--- src/rtl/mode_dispatcher_if.sv ---
// Mode dispatcher signal bundle: buttons, key switches, mode/menu buses,
// status and key-remap write port. The dispatcher sits on the slave side.
interface mode_dispatcher_if #(
   parameter int KEYS      = 7,
   parameter int NUM_MODES = 4,
   parameter int NUM_SONGS = 2,
   parameter int OUT_W     = 24
);
   localparam int MW = (NUM_MODES > 1) ? $clog2(NUM_MODES) : 1;
   localparam int SW = $clog2(NUM_SONGS + 1);
   localparam int KW = (KEYS > 1) ? $clog2(KEYS) : 1;

   logic                       submit;
   logic                       cancel;
   logic                       oct_up;
   logic                       oct_down;
   logic [KEYS-1:0]            note_key;
   logic [KEYS-1:0]            length_key;
   logic                       remap_clr;
   logic                       cue_busy;
   logic [NUM_MODES*OUT_W-1:0] mode_bus;
   logic [OUT_W-1:0]           menu_bus;
   logic [OUT_W-1:0]           out_bus;
   logic [NUM_MODES-1:0]       mode_en;
   logic [2:0]                 state;
   logic [MW-1:0]              mode_idx;
   logic [SW-1:0]              song;
   logic [1:0]                 sub_mode;
   logic [3:0]                 difficulty;
   logic                       remap_we;
   logic                       remap_rst;
   logic                       cue_start;
   logic [KW-1:0]              remap_addr;
   logic [KEYS-1:0]            remap_data;

   modport master (
      output submit, cancel, oct_up, oct_down, note_key, length_key,
             remap_clr, cue_busy, mode_bus, menu_bus,
      input  out_bus, mode_en, state, mode_idx, song, sub_mode, difficulty,
             remap_we, remap_rst, cue_start, remap_addr, remap_data
   );

   modport slave (
      input  submit, cancel, oct_up, oct_down, note_key, length_key,
             remap_clr, cue_busy, mode_bus, menu_bus,
      output out_bus, mode_en, state, mode_idx, song, sub_mode, difficulty,
             remap_we, remap_rst, cue_start, remap_addr, remap_data
   );
endinterface

--- src/rtl/mode_dispatcher.sv ---
// Top-level play-mode dispatcher: debounced-edge button handling, menu/select/
// run/remap sequencing, output bundle muxing and key-remap table writes.
module mode_dispatcher #(
   parameter int                   KEYS        = 7,
   parameter int                   NUM_MODES   = 4,
   parameter int                   NUM_SONGS   = 2,
   parameter int                   OUT_W       = 24,
   parameter logic [NUM_MODES-1:0] NOSONG_MASK = 4'b0001,
   parameter logic [NUM_MODES-1:0] DIFF_MASK   = 4'b1000,
   parameter int                   DIFF_DEF    = 4,
   parameter int                   DIFF_MAX    = KEYS - 1
) (
   input  logic             clk,
   input  logic             rst_n,
   mode_dispatcher_if.slave bus
);
   localparam int MW = (NUM_MODES > 1) ? $clog2(NUM_MODES) : 1;
   localparam int SW = $clog2(NUM_SONGS + 1);
   localparam int KW = (KEYS > 1) ? $clog2(KEYS) : 1;

   typedef enum logic [2:0] {
      ST_MENU   = 3'd0,
      ST_SELECT = 3'd1,
      ST_RUN    = 3'd2,
      ST_REMAP  = 3'd3
   } state_t;

   // Button order: {oct_down, oct_up, cancel, submit}
   logic [3:0] raw, pulse;
   logic [3:0] sync1_q, sync1_d, sync2_q, sync2_d, hist_q, hist_d;
   logic [1:0] prime_q, prime_d;

   state_t               state_q, state_d;
   logic [MW-1:0]        mode_idx_q, mode_idx_d;
   logic [SW-1:0]        song_q, song_d;
   logic [1:0]           sub_mode_q, sub_mode_d;
   logic [3:0]           difficulty_q, difficulty_d;
   logic [KW-1:0]        idx_q, idx_d;
   logic [OUT_W-1:0]     out_bus_q, out_bus_d;
   logic [NUM_MODES-1:0] mode_en_q, mode_en_d;
   logic                 remap_we_q, remap_we_d, remap_rst_q, remap_rst_d;
   logic                 cue_start_q, cue_start_d;
   logic [KW-1:0]        remap_addr_q, remap_addr_d;
   logic [KEYS-1:0]      remap_data_q, remap_data_d;

   logic          note_ok, len_ok, sub_p, cancel_p, up_p, dn_p;
   logic [KW-1:0] note_idx, len_idx;

   function automatic logic [KW-1:0] key_enc(input logic [KEYS-1:0] k);
      key_enc = '0;
      for (int unsigned i = 0; i < KEYS; i++)
         if (k[i]) key_enc = KW'(i);
   endfunction

   assign raw = {bus.oct_down, bus.oct_up, bus.cancel, bus.submit};

   // History is held high until the sync chain has refilled after reset, so a
   // button held through reset release gives no pulse until pressed again.
   always_comb begin
      sync1_d = raw;
      sync2_d = sync1_q;
      prime_d = {prime_q[0], 1'b1};
      hist_d  = prime_q[1] ? sync2_q : '1;
   end

   assign pulse    = sync2_q & ~hist_q;
   assign sub_p    = pulse[0];
   assign cancel_p = pulse[1];
   assign up_p     = pulse[2];
   assign dn_p     = pulse[3];
   assign note_ok  = $onehot(bus.note_key);
   assign len_ok   = $onehot(bus.length_key);
   assign note_idx = key_enc(bus.note_key);
   assign len_idx  = key_enc(bus.length_key);

   always_comb begin
      state_d      = state_q;
      mode_idx_d   = mode_idx_q;
      song_d       = song_q;
      sub_mode_d   = sub_mode_q;
      difficulty_d = difficulty_q;
      idx_d        = idx_q;
      remap_we_d   = 1'b0;
      remap_rst_d  = 1'b0;
      cue_start_d  = 1'b0;
      remap_addr_d = remap_addr_q;
      remap_data_d = remap_data_q;
      case (state_q)
         ST_MENU: begin
            if (sub_p && note_ok && int'(note_idx) < NUM_MODES) begin
               mode_idx_d   = MW'(note_idx);
               song_d       = '0;
               difficulty_d = 4'(DIFF_DEF);
               state_d      = NOSONG_MASK[MW'(note_idx)] ? ST_RUN : ST_SELECT;
            end else if (sub_p && note_ok && int'(note_idx) == NUM_MODES) begin
               state_d      = ST_REMAP;
               idx_d        = '0;
               remap_addr_d = '0;
            end
         end
         ST_SELECT: begin
            if (cancel_p) begin
               state_d = ST_MENU;
               song_d  = '0;
            end else begin
               if (DIFF_MASK[mode_idx_q] && (up_p ^ dn_p)) begin
                  if (up_p && difficulty_q < 4'(DIFF_MAX))
                     difficulty_d = difficulty_q + 4'd1;
                  else if (dn_p && difficulty_q != 4'd0)
                     difficulty_d = difficulty_q - 4'd1;
               end
               if (sub_p && note_ok && int'(note_idx) < NUM_SONGS) begin
                  song_d     = SW'(int'(note_idx) + 1);
                  sub_mode_d = (len_ok && int'(len_idx) < 4) ? 2'(len_idx) : 2'd0;
                  state_d    = ST_RUN;
               end
            end
         end
         ST_RUN: begin
            if (cancel_p) begin
               state_d = ST_MENU;
               song_d  = '0;
            end
         end
         ST_REMAP: begin
            if (bus.remap_clr) begin
               remap_rst_d  = 1'b1;
               idx_d        = '0;
               remap_addr_d = '0;
               state_d      = ST_MENU;
            end else if (cancel_p) begin
               state_d = ST_MENU;
            end else if (sub_p && note_ok && !bus.cue_busy) begin
               remap_we_d   = 1'b1;
               cue_start_d  = 1'b1;
               remap_addr_d = idx_q;
               remap_data_d = bus.note_key;
               if (idx_q == KW'(KEYS - 1)) state_d = ST_MENU;
               else                        idx_d   = idx_q + 1'b1;
            end
         end
         default: state_d = ST_MENU;
      endcase
      mode_en_d = (state_d == ST_RUN) ? (NUM_MODES'(1) << mode_idx_d) : '0;
      out_bus_d = (state_q == ST_RUN) ? bus.mode_bus[int'(mode_idx_q)*OUT_W +: OUT_W]
                                      : bus.menu_bus;
   end

   always_ff @(posedge clk or negedge rst_n) begin
      if (!rst_n) begin
         sync1_q      <= '0;
         sync2_q      <= '0;
         hist_q       <= '1;
         prime_q      <= '0;
         state_q      <= ST_MENU;
         mode_idx_q   <= '0;
         song_q       <= '0;
         sub_mode_q   <= '0;
         difficulty_q <= 4'(DIFF_DEF);
         idx_q        <= '0;
         out_bus_q    <= '0;
         mode_en_q    <= '0;
         remap_we_q   <= 1'b0;
         remap_rst_q  <= 1'b0;
         cue_start_q  <= 1'b0;
         remap_addr_q <= '0;
         remap_data_q <= '0;
      end else begin
         sync1_q      <= sync1_d;
         sync2_q      <= sync2_d;
         hist_q       <= hist_d;
         prime_q      <= prime_d;
         state_q      <= state_d;
         mode_idx_q   <= mode_idx_d;
         song_q       <= song_d;
         sub_mode_q   <= sub_mode_d;
         difficulty_q <= difficulty_d;
         idx_q        <= idx_d;
         out_bus_q    <= out_bus_d;
         mode_en_q    <= mode_en_d;
         remap_we_q   <= remap_we_d;
         remap_rst_q  <= remap_rst_d;
         cue_start_q  <= cue_start_d;
         remap_addr_q <= remap_addr_d;
         remap_data_q <= remap_data_d;
      end
   end

   assign bus.out_bus    = out_bus_q;
   assign bus.mode_en    = mode_en_q;
   assign bus.state      = state_q;
   assign bus.mode_idx   = mode_idx_q;
   assign bus.song       = song_q;
   assign bus.sub_mode   = sub_mode_q;
   assign bus.difficulty = difficulty_q;
   assign bus.remap_we   = remap_we_q;
   assign bus.remap_rst  = remap_rst_q;
   assign bus.cue_start  = cue_start_q;
   assign bus.remap_addr = remap_addr_q;
   assign bus.remap_data = remap_data_q;
endmodule

--- src/flat_wrapper.sv ---
// flat-port wrapper written by rule: the top's interface ports become plain ports
module mode_dispatcher_flat 
#(
   parameter int                   KEYS        = 7,
   parameter int                   NUM_MODES   = 4,
   parameter int                   NUM_SONGS   = 2,
   parameter int                   OUT_W       = 24,
   parameter logic [NUM_MODES-1:0] NOSONG_MASK = 4'b0001,
   parameter logic [NUM_MODES-1:0] DIFF_MASK   = 4'b1000,
   parameter int                   DIFF_DEF    = 4,
   parameter int                   DIFF_MAX    = KEYS - 1
)
  (clk, rst_n, bus_submit, bus_cancel, bus_oct_up, bus_oct_down, bus_note_key, bus_length_key, bus_remap_clr, bus_cue_busy, bus_mode_bus, bus_menu_bus, bus_out_bus, bus_mode_en, bus_state, bus_mode_idx, bus_song, bus_sub_mode, bus_difficulty, bus_remap_we, bus_remap_rst, bus_cue_start, bus_remap_addr, bus_remap_data);
  mode_dispatcher_if #(.KEYS(KEYS), .NUM_MODES(NUM_MODES), .NUM_SONGS(NUM_SONGS), .OUT_W(OUT_W)) bus_i ();
  input  logic clk;
  input  logic rst_n;
  input wire logic [$bits(bus_i.submit)-1:0] bus_submit;
  input wire logic [$bits(bus_i.cancel)-1:0] bus_cancel;
  input wire logic [$bits(bus_i.oct_up)-1:0] bus_oct_up;
  input wire logic [$bits(bus_i.oct_down)-1:0] bus_oct_down;
  input wire logic [$bits(bus_i.note_key)-1:0] bus_note_key;
  input wire logic [$bits(bus_i.length_key)-1:0] bus_length_key;
  input wire logic [$bits(bus_i.remap_clr)-1:0] bus_remap_clr;
  input wire logic [$bits(bus_i.cue_busy)-1:0] bus_cue_busy;
  input wire logic [$bits(bus_i.mode_bus)-1:0] bus_mode_bus;
  input wire logic [$bits(bus_i.menu_bus)-1:0] bus_menu_bus;
  output wire logic [$bits(bus_i.out_bus)-1:0] bus_out_bus;
  output wire logic [$bits(bus_i.mode_en)-1:0] bus_mode_en;
  output wire logic [$bits(bus_i.state)-1:0] bus_state;
  output wire logic [$bits(bus_i.mode_idx)-1:0] bus_mode_idx;
  output wire logic [$bits(bus_i.song)-1:0] bus_song;
  output wire logic [$bits(bus_i.sub_mode)-1:0] bus_sub_mode;
  output wire logic [$bits(bus_i.difficulty)-1:0] bus_difficulty;
  output wire logic [$bits(bus_i.remap_we)-1:0] bus_remap_we;
  output wire logic [$bits(bus_i.remap_rst)-1:0] bus_remap_rst;
  output wire logic [$bits(bus_i.cue_start)-1:0] bus_cue_start;
  output wire logic [$bits(bus_i.remap_addr)-1:0] bus_remap_addr;
  output wire logic [$bits(bus_i.remap_data)-1:0] bus_remap_data;
  assign bus_i.submit = bus_submit;
  assign bus_i.cancel = bus_cancel;
  assign bus_i.oct_up = bus_oct_up;
  assign bus_i.oct_down = bus_oct_down;
  assign bus_i.note_key = bus_note_key;
  assign bus_i.length_key = bus_length_key;
  assign bus_i.remap_clr = bus_remap_clr;
  assign bus_i.cue_busy = bus_cue_busy;
  assign bus_i.mode_bus = bus_mode_bus;
  assign bus_i.menu_bus = bus_menu_bus;
  assign bus_out_bus = bus_i.out_bus;
  assign bus_mode_en = bus_i.mode_en;
  assign bus_state = bus_i.state;
  assign bus_mode_idx = bus_i.mode_idx;
  assign bus_song = bus_i.song;
  assign bus_sub_mode = bus_i.sub_mode;
  assign bus_difficulty = bus_i.difficulty;
  assign bus_remap_we = bus_i.remap_we;
  assign bus_remap_rst = bus_i.remap_rst;
  assign bus_cue_start = bus_i.cue_start;
  assign bus_remap_addr = bus_i.remap_addr;
  assign bus_remap_data = bus_i.remap_data;
  mode_dispatcher #(.KEYS(KEYS), .NUM_MODES(NUM_MODES), .NUM_SONGS(NUM_SONGS), .OUT_W(OUT_W), .NOSONG_MASK(NOSONG_MASK), .DIFF_MASK(DIFF_MASK), .DIFF_DEF(DIFF_DEF), .DIFF_MAX(DIFF_MAX)) u_core (.clk(clk), .rst_n(rst_n), .bus(bus_i));
endmodule
--- config.mk ---
export PLATFORM = sky130hd
export DESIGN_NAME = mode_dispatcher_flat
export DESIGN_NICKNAME = d
export VERILOG_FILES = /design/src/rtl/mode_dispatcher_if.sv /design/src/rtl/mode_dispatcher.sv /design/src/flat_wrapper.sv
export SDC_FILE = /design/constraint.sdc
export NUM_CORES = 1
export LEC_CHECK = 0
export ABC_AREA = 1
export CAP_MARGIN = 20
export CORE_MARGIN = 2
export CORE_UTILIZATION = 45
export DETAILED_ROUTE_END_ITERATION = 16
export PLACE_DENSITY = 0.84
export SLEW_MARGIN = 0
export SYNTH_ARGS = -nofsm -noshare
export SYNTH_HDL_FRONTEND = slang
export SYNTH_SLANG_ARGS = --single-unit
export TNS_END_PERCENT = 50
--- constraint.sdc ---
create_clock -name clk -period 3.9 [get_ports clk]
set_input_delay 1.17 -clock clk [delete_from_list [all_inputs] [get_ports clk]]
set_output_delay 1.17 -clock clk [all_outputs]
set_load 0.01 [all_outputs]
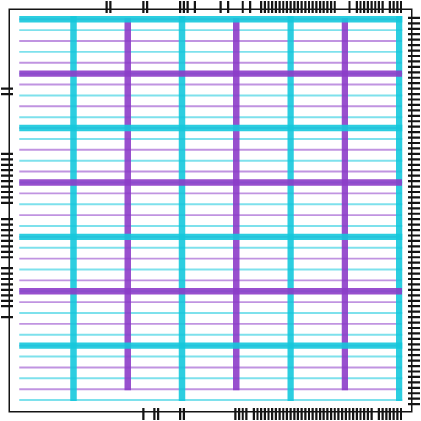
(floorplan with the power grid)
Drawn at 4 px/µm. Pins as bars on the die edge.
[VSS] cyan
[VDD] purple
signal pins: 196
rows: 35
Die W: 100 µm
VDD IR max: 183 µV
die height: 100 µm

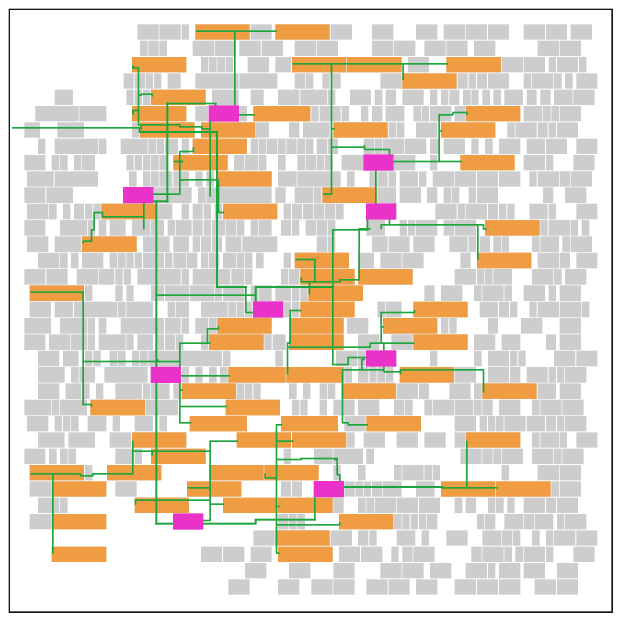
(routed clock nets over the placement)
Drawn at 6 px/µm.
[cells driving clock nets] magenta | count: 9
[clock wires] green | length: 918 µm
[flip-flops] orange | count: 70
routed clock nets: 10
clk_skew: 0.00950 ns
clock latency on the worst-skew pair: 0.36 ns
clock share of power: 35.4%

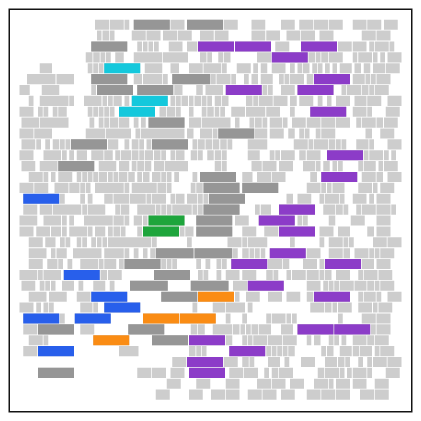
(register map, names as in the netlist)
Drawn at 4 px/µm. Other sequential cells in the stronger grey, the rest of the logic in the fainter grey.
[u_core.bus.song] green | flops: 2
[u_core.bus.remap_data] blue | flops: 7 | where: bottom left
[u_core.sync2_q] orange | flops: 4 | where: bottom middle
[u_core.idx_q] cyan | flops: 3
[u_core.bus.out_bus] purple | flops: 24
not coloured: 30
sequential power: 772 µW
Util after Layout: 71.7%
Reg area: 0.00176 mm²
Seq area share: 26.9%

==> results.py <==
# Auto-generated metrics
metrics = {
    "clock_network": {
        "cts_max_level": 3,
        "numCtsBuffers": 9,
        "clock_path_buffers": 2,
        "path_clk_slew_ns": 0.08,
        "holdBufCountCts": 0,
    },
    "placement": {
        "placedCellCount": 827,
        "pre_cts_ws_ns": -0.374,
        "gp_congestion": 1.03,
        "portBuffers": 195,
        "dp_hpwl_mm": 10.7,
    },
    "logic_synthesis": {
        "synth_xor_xnor_area_share_pct": 0.630,
        "synth-edff-count": 0,
        "synthTopLogicFamily": "simple AND/OR/NAND/NOR gates",
        "ys_warn_count": 0,
        "ys.flops": 70,
        "ys_sh_adder_pct": 8.47,
        "yosys-top-cells-count": "nand2_1 (124), nor2_1 (89), dfrtp_1 (65)",
        "synthCells": 529,
        "top_area_share_pct": 39.0,
        "yosysUniqueCellTypes": 31,
        "aoi_share_pct": 14.3,
        "synthTopCellsByArea": "dfrtp_1 (39%), nand2_1 (11%), nor2_1 (8.0%), o21ai_0 (6.8%), ha_1 (5.1%)",
        "ys_sh_mux_pct": 0,
        "flop_cell": "dfrtp_1",
        "synth_nets": 695,
        "ys_cells": 529,
        "ys_area_mm2": 0.00417,
        "async_flop_share_pct": 100,
        "simple_gate_share_pct": 26.1,
        "postSynthAreaPerCell_um2": 7.88,
    },
    "cells_and_area": {
        "final_cells": 844,
        "final_area_mm2": 0.00653,
        "nFillCells": 675,
        "fin_nets": 894,
    },
    "critical_path": {
        "crit_path_max_fanout": 4,
        "r2r_slack_ns": 1.99,
        "critPathKind": "input pin to register",
        "rr_worst_depth": 7,
        "crit_end": "u_core.idx_q[2]",
        "arrival_ns": 3.96,
        "cp-start-kind": "input pin",
        "timing.rr.start": "u_core.bus.mode_idx[0]",
        "setup.worst_path.end_class": "register",
    },
    "timing": {
        "finalSetupViolations": 0,
        "fin_crit_ns": 3.72,
        "rsz0062_at_grt": "no",
        "holdWs_ns": 0.348,
        "min_period_over_period_pct": 95.4,
        "worst_pin_slew_ns": 0.892,
    },
    "global_route": {
        "grt_pass1_vias": 4372,
        "grt_usage_pct": 27.9,
        "grt_max_degree": 71,
        "gr-total-overflow": 0,
    },
    "floorplan": {
        "dieArea_mm2": 0.0100,
        "initCoreUtil_pct": 45.8,
        "row_count": 35,
        "design.core.area_mm2": 0.00911,
        "ios": 196,
    },
    "routing": {
        "totalWireLength_mm": 14.1,
        "vias": 4437,
        "dr.first_iter.drc_count": 263,
        "drc": 0,
        "ant_nets": 0,
        "first_pass_iters": 5,
    },
    "min_path": {
        "hold_class": "register to register",
        "hp-start": "u_core.sync1_q[2]",
    },
    "power": {
        "cellPowerDensity_mw_per_mm2": 287,
        "p_leak_nw": 3.07,
        "total_power_mw": 1.87,
    },
    "run": {
        "maxCapViolCount": 0,
        "tool_warnings": 31,
    },
    "run_status": {
        "status": "finished, final reports clean",
    },
}
-- final cells by class --
type / instances / area (µm²) / share of cell area, %
Timing Repair Buffer: 212 / 2100 / 32.1
Multi-Input combinational cell: 377 / 2090 / 32.0
Sequential cell: 70 / 1760 / 26.9
Inverter: 58 / 218 / 3.33
Clock buffer: 11 / 141 / 2.16
Tap cell: 111 / 139 / 2.13
Clock inverter: 5 / 82.6 / 1.26
-- state kept, by name, indices dropped and copies added (netlist names) --
name	cells
u_core.bus.mode_en	4
u_core.bus.mode_idx	2
u_core.bus.song	2
u_core.bus.remap_we	1
u_core.bus.sub_mode	2
u_core.bus.difficulty	4
u_core.bus.remap_rst	1
u_core.bus.remap_data	7
u_core.bus.remap_addr	3
u_core.bus.out_bus	24
u_core.idx_q	3
u_core.hist_q	4
u_core.sync1_q	4
u_core.sync2_q	4
u_core.prime_q	2
u_core.bus.state	3
-- worst max-delay path, stage by stage --
cell	delay, ns
clkdlybuf4s50_1	0.50
inv_1	0.09
fa_1	0.53
inv_1	0.05
ha_1	0.21
fa_1	0.43
inv_1	0.07
nand2_2	0.06
nor2_4	0.15
nand2_2	0.07
nor2_1	0.09
nand2_1	0.09
nand2_2	0.14
nand4_1	0.15
nand2_1	0.11
nand2_1	0.05
-- power breakdown --
group,internal [mW],total [mW],switching (mW)
clock,0.379,0.663,0.284
sequential,0.756,0.772,0.0162
combinational,0.238,0.439,0.201
-- cell usage in the layout (no fill, tap or decap), types with 4 or more instances in the layout --
cell | netlist | routed
clkbuf_8 | 0 | 10
o32ai_1 | 24 | 24
nand3_1 | 16 | 16
fa_1 | 7 | 7
dfrtp_1 | 65 | 65
nor2_1 | 89 | 88
a21oi_1 | 5 | 5
o21ai_0 | 57 | 55
nand2_2 | 4 | 6
nand2_1 | 124 | 122
clkdlybuf4s50_1 | 0 | 190
nand4_1 | 7 | 7
ha_1 | 17 | 17
dfstp_2 | 5 | 5
buf_4 | 4 | 17
o21ai_2 | 5 | 5
nor2_2 | 4 | 5
inv_1 | 55 | 55
dlymetal6s2s_1 | 0 | 4
-- how the worst min path moves through the flow --
stage | end
after floorplan | u_core.prime_q[1]
after global placement | u_core.prime_q[1]
after detailed placement | u_core.sync2_q[2]
after CTS | u_core.sync2_q[2]
after global routing | u_core.prime_q[1]
final | u_core.sync2_q[2]
-- logic make-up (layout without fill, tap and decap cells) --
kind of cell             count (synthesis)  count (layout)
AND-OR/OR-AND                           94              94
other                                    2               2
adder cells (fa/ha/maj)                 24              24
flip-flops                              70              70
XOR/XNOR                                 3               3
buffers and inverters                   82             286
AND/OR/NAND/NOR                        254             254
-- repair_timing --
item | in CTS | in global routing
setup endpoints to repair | 0 | 26
gates resized | 0 | 11
endpoints found under the hold margin | 0 | 0
buffers inserted | 0 | 1
-- routing by layer --
metal | routed length (µm) | vias to the layer above | track usage (%)
met4 | 436 | 2 | 10.9
met3 | 1300 | 35 | 7.59
met5 | 13 | - | 0
li1 | - | 2111 | -
met1 | 5310 | 2083 | 32.5
met2 | 7040 | 206 | 48.8
Power is estimated from default activity; no workload was simulated.
